[src/rtl/vga_sync_timing.sv]
// 640x480@60 VGA timing generator with a single aligned output register stage.
// Upstream drawing logic reads px/py and returns colour combinationally in the
// same clock. Colour, sync and blank are registered together, so all DAC-side
// outputs lag px/py by exactly one clock.
module vga_sync_timing #(
    parameter int H_VISIBLE = 640,
    parameter int H_FRONT   = 16,
    parameter int H_SYNCW   = 96,
    parameter int H_BACK    = 48,
    parameter int V_VISIBLE = 480,
    parameter int V_FRONT   = 10,
    parameter int V_SYNCW   = 2,
    parameter int V_BACK    = 33
) (
    input  logic       iCLK,
    input  logic       iRST,
    input  logic [9:0] iRed,
    input  logic [9:0] iGreen,
    input  logic [9:0] iBlue,
    output logic [9:0] px,
    output logic [9:0] py,
    output logic [9:0] VGA_R,
    output logic [9:0] VGA_G,
    output logic [9:0] VGA_B,
    output logic       VGA_H_SYNC,
    output logic       VGA_V_SYNC,
    output logic       VGA_BLANK,
    output logic       VGA_SYNC
);

    localparam int H_TOTAL = H_VISIBLE + H_FRONT + H_SYNCW + H_BACK;
    localparam int V_TOTAL = V_VISIBLE + V_FRONT + V_SYNCW + V_BACK;

    // 10-bit copies of the boundaries so every compare is unsigned 10-bit
    localparam logic [9:0] H_VIS  = 10'(H_VISIBLE);
    localparam logic [9:0] H_SS   = 10'(H_VISIBLE + H_FRONT);
    localparam logic [9:0] H_SE   = 10'(H_VISIBLE + H_FRONT + H_SYNCW);
    localparam logic [9:0] H_LAST = 10'(H_TOTAL - 1);
    localparam logic [9:0] V_VIS  = 10'(V_VISIBLE);
    localparam logic [9:0] V_SS   = 10'(V_VISIBLE + V_FRONT);
    localparam logic [9:0] V_SE   = 10'(V_VISIBLE + V_FRONT + V_SYNCW);
    localparam logic [9:0] V_LAST = 10'(V_TOTAL - 1);

    logic [9:0] h_cnt;
    logic [9:0] v_cnt;
    logic       h_vis;
    logic       v_vis;
    logic       visible;
    logic       hs_n;
    logic       vs_n;

    // Raster counters: h wraps each line, v steps on the last clock of a line
    always_ff @(posedge iCLK) begin
        if (iRST) begin
            h_cnt <= '0;
            v_cnt <= '0;
        end else if (h_cnt == H_LAST) begin
            h_cnt <= '0;
            v_cnt <= (v_cnt == V_LAST) ? 10'd0 : v_cnt + 10'd1;
        end else begin
            h_cnt <= h_cnt + 10'd1;
        end
    end

    // Decode visible region, sync windows and published coordinates
    always_comb begin
        h_vis   = (h_cnt < H_VIS);
        v_vis   = (v_cnt < V_VIS);
        visible = h_vis && v_vis;
        hs_n    = !((h_cnt >= H_SS) && (h_cnt < H_SE));
        vs_n    = !((v_cnt >= V_SS) && (v_cnt < V_SE));
        px      = h_vis ? h_cnt : 10'd0;
        py      = v_vis ? v_cnt : 10'd0;
    end

    // Output stage: colour gated by visibility, registered alongside sync/blank
    always_ff @(posedge iCLK) begin
        if (iRST) begin
            VGA_R      <= '0;
            VGA_G      <= '0;
            VGA_B      <= '0;
            VGA_H_SYNC <= 1'b1;
            VGA_V_SYNC <= 1'b1;
            VGA_BLANK  <= 1'b0;
        end else begin
            VGA_R      <= visible ? iRed   : 10'd0;
            VGA_G      <= visible ? iGreen : 10'd0;
            VGA_B      <= visible ? iBlue  : 10'd0;
            VGA_H_SYNC <= hs_n;
            VGA_V_SYNC <= vs_n;
            VGA_BLANK  <= visible;
        end
    end

    // No sync-on-green
    assign VGA_SYNC = 1'b0;

endmodule

[config.mk]
export PLATFORM = sky130hd
export DESIGN_NAME = vga_sync_timing
export DESIGN_NICKNAME = d
export VERILOG_FILES = /design/src/rtl/vga_sync_timing.sv
export SDC_FILE = /design/constraint.sdc
export NUM_CORES = 1
export LEC_CHECK = 0
export ABC_AREA = 0
export CAP_MARGIN = 10
export CORE_AREA = 2 2 71 73
export CTS_CLUSTER_SIZE = 24
export DETAILED_ROUTE_END_ITERATION = 10
export DIE_AREA = 0 0 73 75
export GPL_TIMING_DRIVEN = 0
export PLACE_DENSITY = 0.83
export SLEW_MARGIN = 5
export SYNTH_ARGS = -nofsm -noshare
export SYNTH_HDL_FRONTEND = slang
export SYNTH_SLANG_ARGS = --single-unit
[constraint.sdc]
create_clock -name iCLK -period 5.25 [get_ports iCLK]
set_input_delay 0.7875 -clock iCLK [delete_from_list [all_inputs] [get_ports iCLK]]
set_output_delay 0.7875 -clock iCLK [all_outputs]
set_load 0.01 [all_outputs]
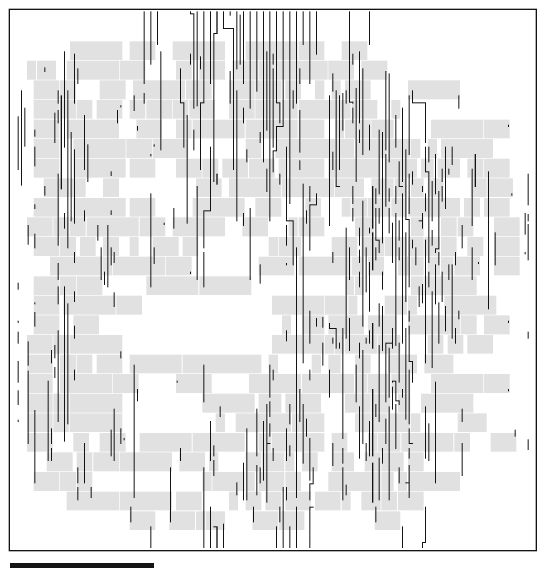
Figure 1: run 1, met2 routing.
Scale bar: 20 um.
longest straight run	34.7 um
share of all routed wire	49%
main direction	vertical
DRT Wirelength: 4032 um
M2 GR Usage: 0.2613
detailed-route via count: 1632

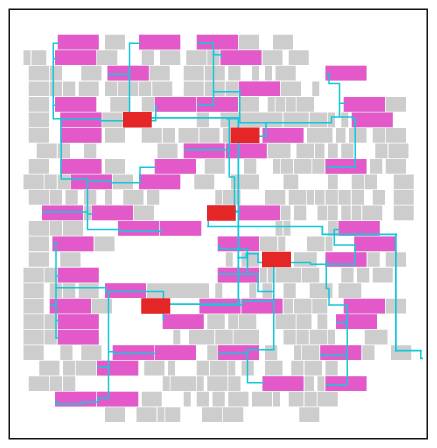
Figure 2: run 1, clock distribution.
[magenta] flip-flops | count: 53
[red] cells driving clock nets | count: 5
[cyan] clock wires | length: 586 um
flops lie	spread over the die
routed clock nets	6
Clock group: 0.318 mW
worst-skew pair later-pin latency: 0.30 ns

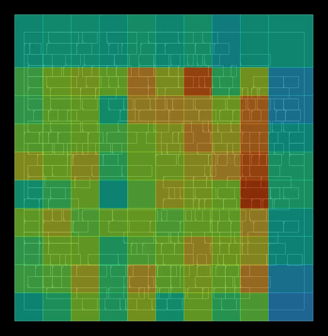
Figure 3: run 1, routing congestion.
total track usage: 0.1532
Final Core Density: 0.6583
GRT busiest layer: met2
met3 Track Usage GR: 0.07764

==> deck_impl_summary.md, run 1 <==
Synthesis and Place & Route Summary

Layout
  • Flip-flops: between 50 and 60
  • Top cell excl fill/tap: clkdlybuf4s50_1
  • Inverters: 7
  • Combinational share of cell area: 0.2924
  • Clock network share of area: 0.04364
  • Finished Layout Cells: between 300 and 400
  • Non-clk buf share: 0.2875
  • Clkbuf count: 5
  • Final #Nets: roughly 330
  • Diodes inserted: 0

Critical path
  • CP max FO: 8
  • R2R setup slack: 3.26 ns
  • FF-to-FF End: v_cnt[1]
  • Cell at the slowest stage of the critical path: clkdlybuf4s50_1
  • CP Depth: 5
  • Type of origin of the critical path: register

Clocking
  • CTS Sinks: 53
  • Root buffer cell: clkbuf_8
  • CTS tree: built
  • Post-CTS Setup Bufs: 0
  • Hold Buf Count CTS: 0

Power and ir drop
  • Seq pwr: about 0.42 mW
  • Net Sw Power: between 0.15 and 0.2 mW
  • Power per Cell Area: 266.8 mW/mm2
  • Clock power share: 0.389
  • Peak supply drop: 0.2134 mV

Logic synthesis
  • Synth warn: 0
  • Yosys aoi share: 0.04044
  • Post-Synth XOR/XNOR Area: 0.04718
  • Post-synthesis cell count: 205
  • Yosys reg bits: approximately 53
  • Post-Synth Simple-Gate Area: 0.3137
  • Commonest cells in the netlist: dfxtp_1 (53), and2_1 (44), nor2_1 (17), inv_1 (7), xnor2_1 (7)
  • Top-area cell share: 0.5196

Timing
  • Slew Limit Fails: 0
  • RSZ-0062 raised after global routing: false
  • Final worst-path cycle share: 0.5502
  • Slew headroom: 0.5936
  • Hold_ws: between 0.4 and 0.5 ns

Global route
  • Largest net degree at the start of global routing: 17

Floorplan
  • Tapcell Cnt: 54
  • Initial Utilization: 0.4381
  • Die Area: around 0.0055 mm2

Route
  • 1st-pass router iterations: 4
  • Max Used Layer: met4
  • Post-DR vias/cell: 4.663
  • ANT nets after route: 0

Worst hold path
  • Worst hold stages: 1

Job
  • Total of max-cap violations: 0

Place
  • Post-DP Area: 0.002934 mm2

Outcome
  • Outcome: completed
==> inputs of run 2 (changes only) <==
CORE_AREA = 2 2 73 75   (was 2 2 71 73)
DIE_AREA = 0 0 75 77   (was 0 0 73 75)
PLACE_DENSITY = 0.79   (was 0.83)
clock period = 2.9 ns   (was 5.25 ns; I/O delays follow)
==> run 2 against run 1 <==
Sequential share of layout area about the same. Critical path type unchanged. Synthesized cell count unchanged. Core utilization down 4.1 points. Flip-flop count unchanged. Setup slack worse by 2.0 ns. Non-clock buffer count unchanged. Die area up 5.5%. Via count up 1.2%. Cell count up 4.6%. Largest cell class unchanged.
==> deck_impl_summary.md, run 2 <==
Synthesis and Place & Route Summary

Timing
  • Final worst-path cycle share: 0.8819
  • Slew Limit Fails: 0 (unchanged)
  • Slew headroom: 0.5905 (-0.003110)

Global route
  • M2 GR Usage: 0.2474 (-0.01389)
  • GRT busiest layer: met2
  • Total track usage: 0.1635 (+0.01034)
  • Met3 Track Usage GR: 0.1025 (+0.02485)
  • Largest net degree at the start of global routing: 16 (-1)

Place
  • Post-DP Area: 0.002954 mm2 (+0.68%)

Critical path
  • FF-to-FF End: v_cnt[3]
  • CP Depth: 5 (unchanged)
  • Type of origin of the critical path: register
  • R2R setup slack: 0.91 ns (-2.35 ns)

Job
  • Total of max-cap violations: 0 (unchanged)

Layout
  • Final Core Density: 0.6169 (-0.04136)
  • Final #Nets: 331 (unchanged)
  • Non-clk buf share: 0.2873 (about the same)
  • Top cell excl fill/tap: clkdlybuf4s50_1
  • Finished Layout Cells: 366 (+4.6%)
  • Clock network share of area: 0.03790 (-0.005741)
  • Inverters: 7 (unchanged)
  • Combinational share of cell area: 0.2922 (about the same)

Floorplan
  • Tapcell Cnt: 70 (+30%)
  • Die Area: 0.005775 mm2 (+5.5%)

Logic synthesis
  • Post-Synth XOR/XNOR Area: 0.04718 (unchanged)
  • Post-Synth Simple-Gate Area: 0.3137 (unchanged)
  • Top-area cell share: 0.5196 (unchanged)
  • Post-synthesis cell count: 205 (unchanged)
  • Commonest cells in the netlist: dfxtp_1 (53), and2_1 (44), nor2_1 (17), inv_1 (7), xnor2_1 (7)

Clocking
  • Post-CTS Setup Bufs: 0 (unchanged)
  • CTS tree: built
  • CTS Sinks: 53 (unchanged)

Route
  • ANT nets after route: 0 (unchanged)
  • DRT Wirelength: 4333 um (+7.5%)
  • Detailed-route via count: 1651 (+1.2%)
  • Post-DR vias/cell: 4.511 (-3.3%)

Outcome
  • Outcome: completed

Power and ir drop
  • Clock power share: 0.359 (-0.030)
  • Seq pwr: 0.764 mW (+81%)
  • Clock group: 0.508 mW (+60%)
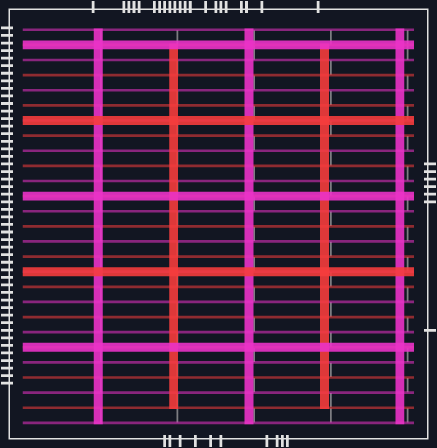
Figure 4: run 2, supply network.
Pins as bars on the die edge. Tap cells in gray.
color	net
red	VDD
magenta	VSS
met5 straps	5
signal pins	86
met4 straps	5
met1 rails	27
DIE HEIGHT: 77 um
peak supply drop: 0.2906 mV

No activity file was given, so power comes from the tool's default toggle rates.
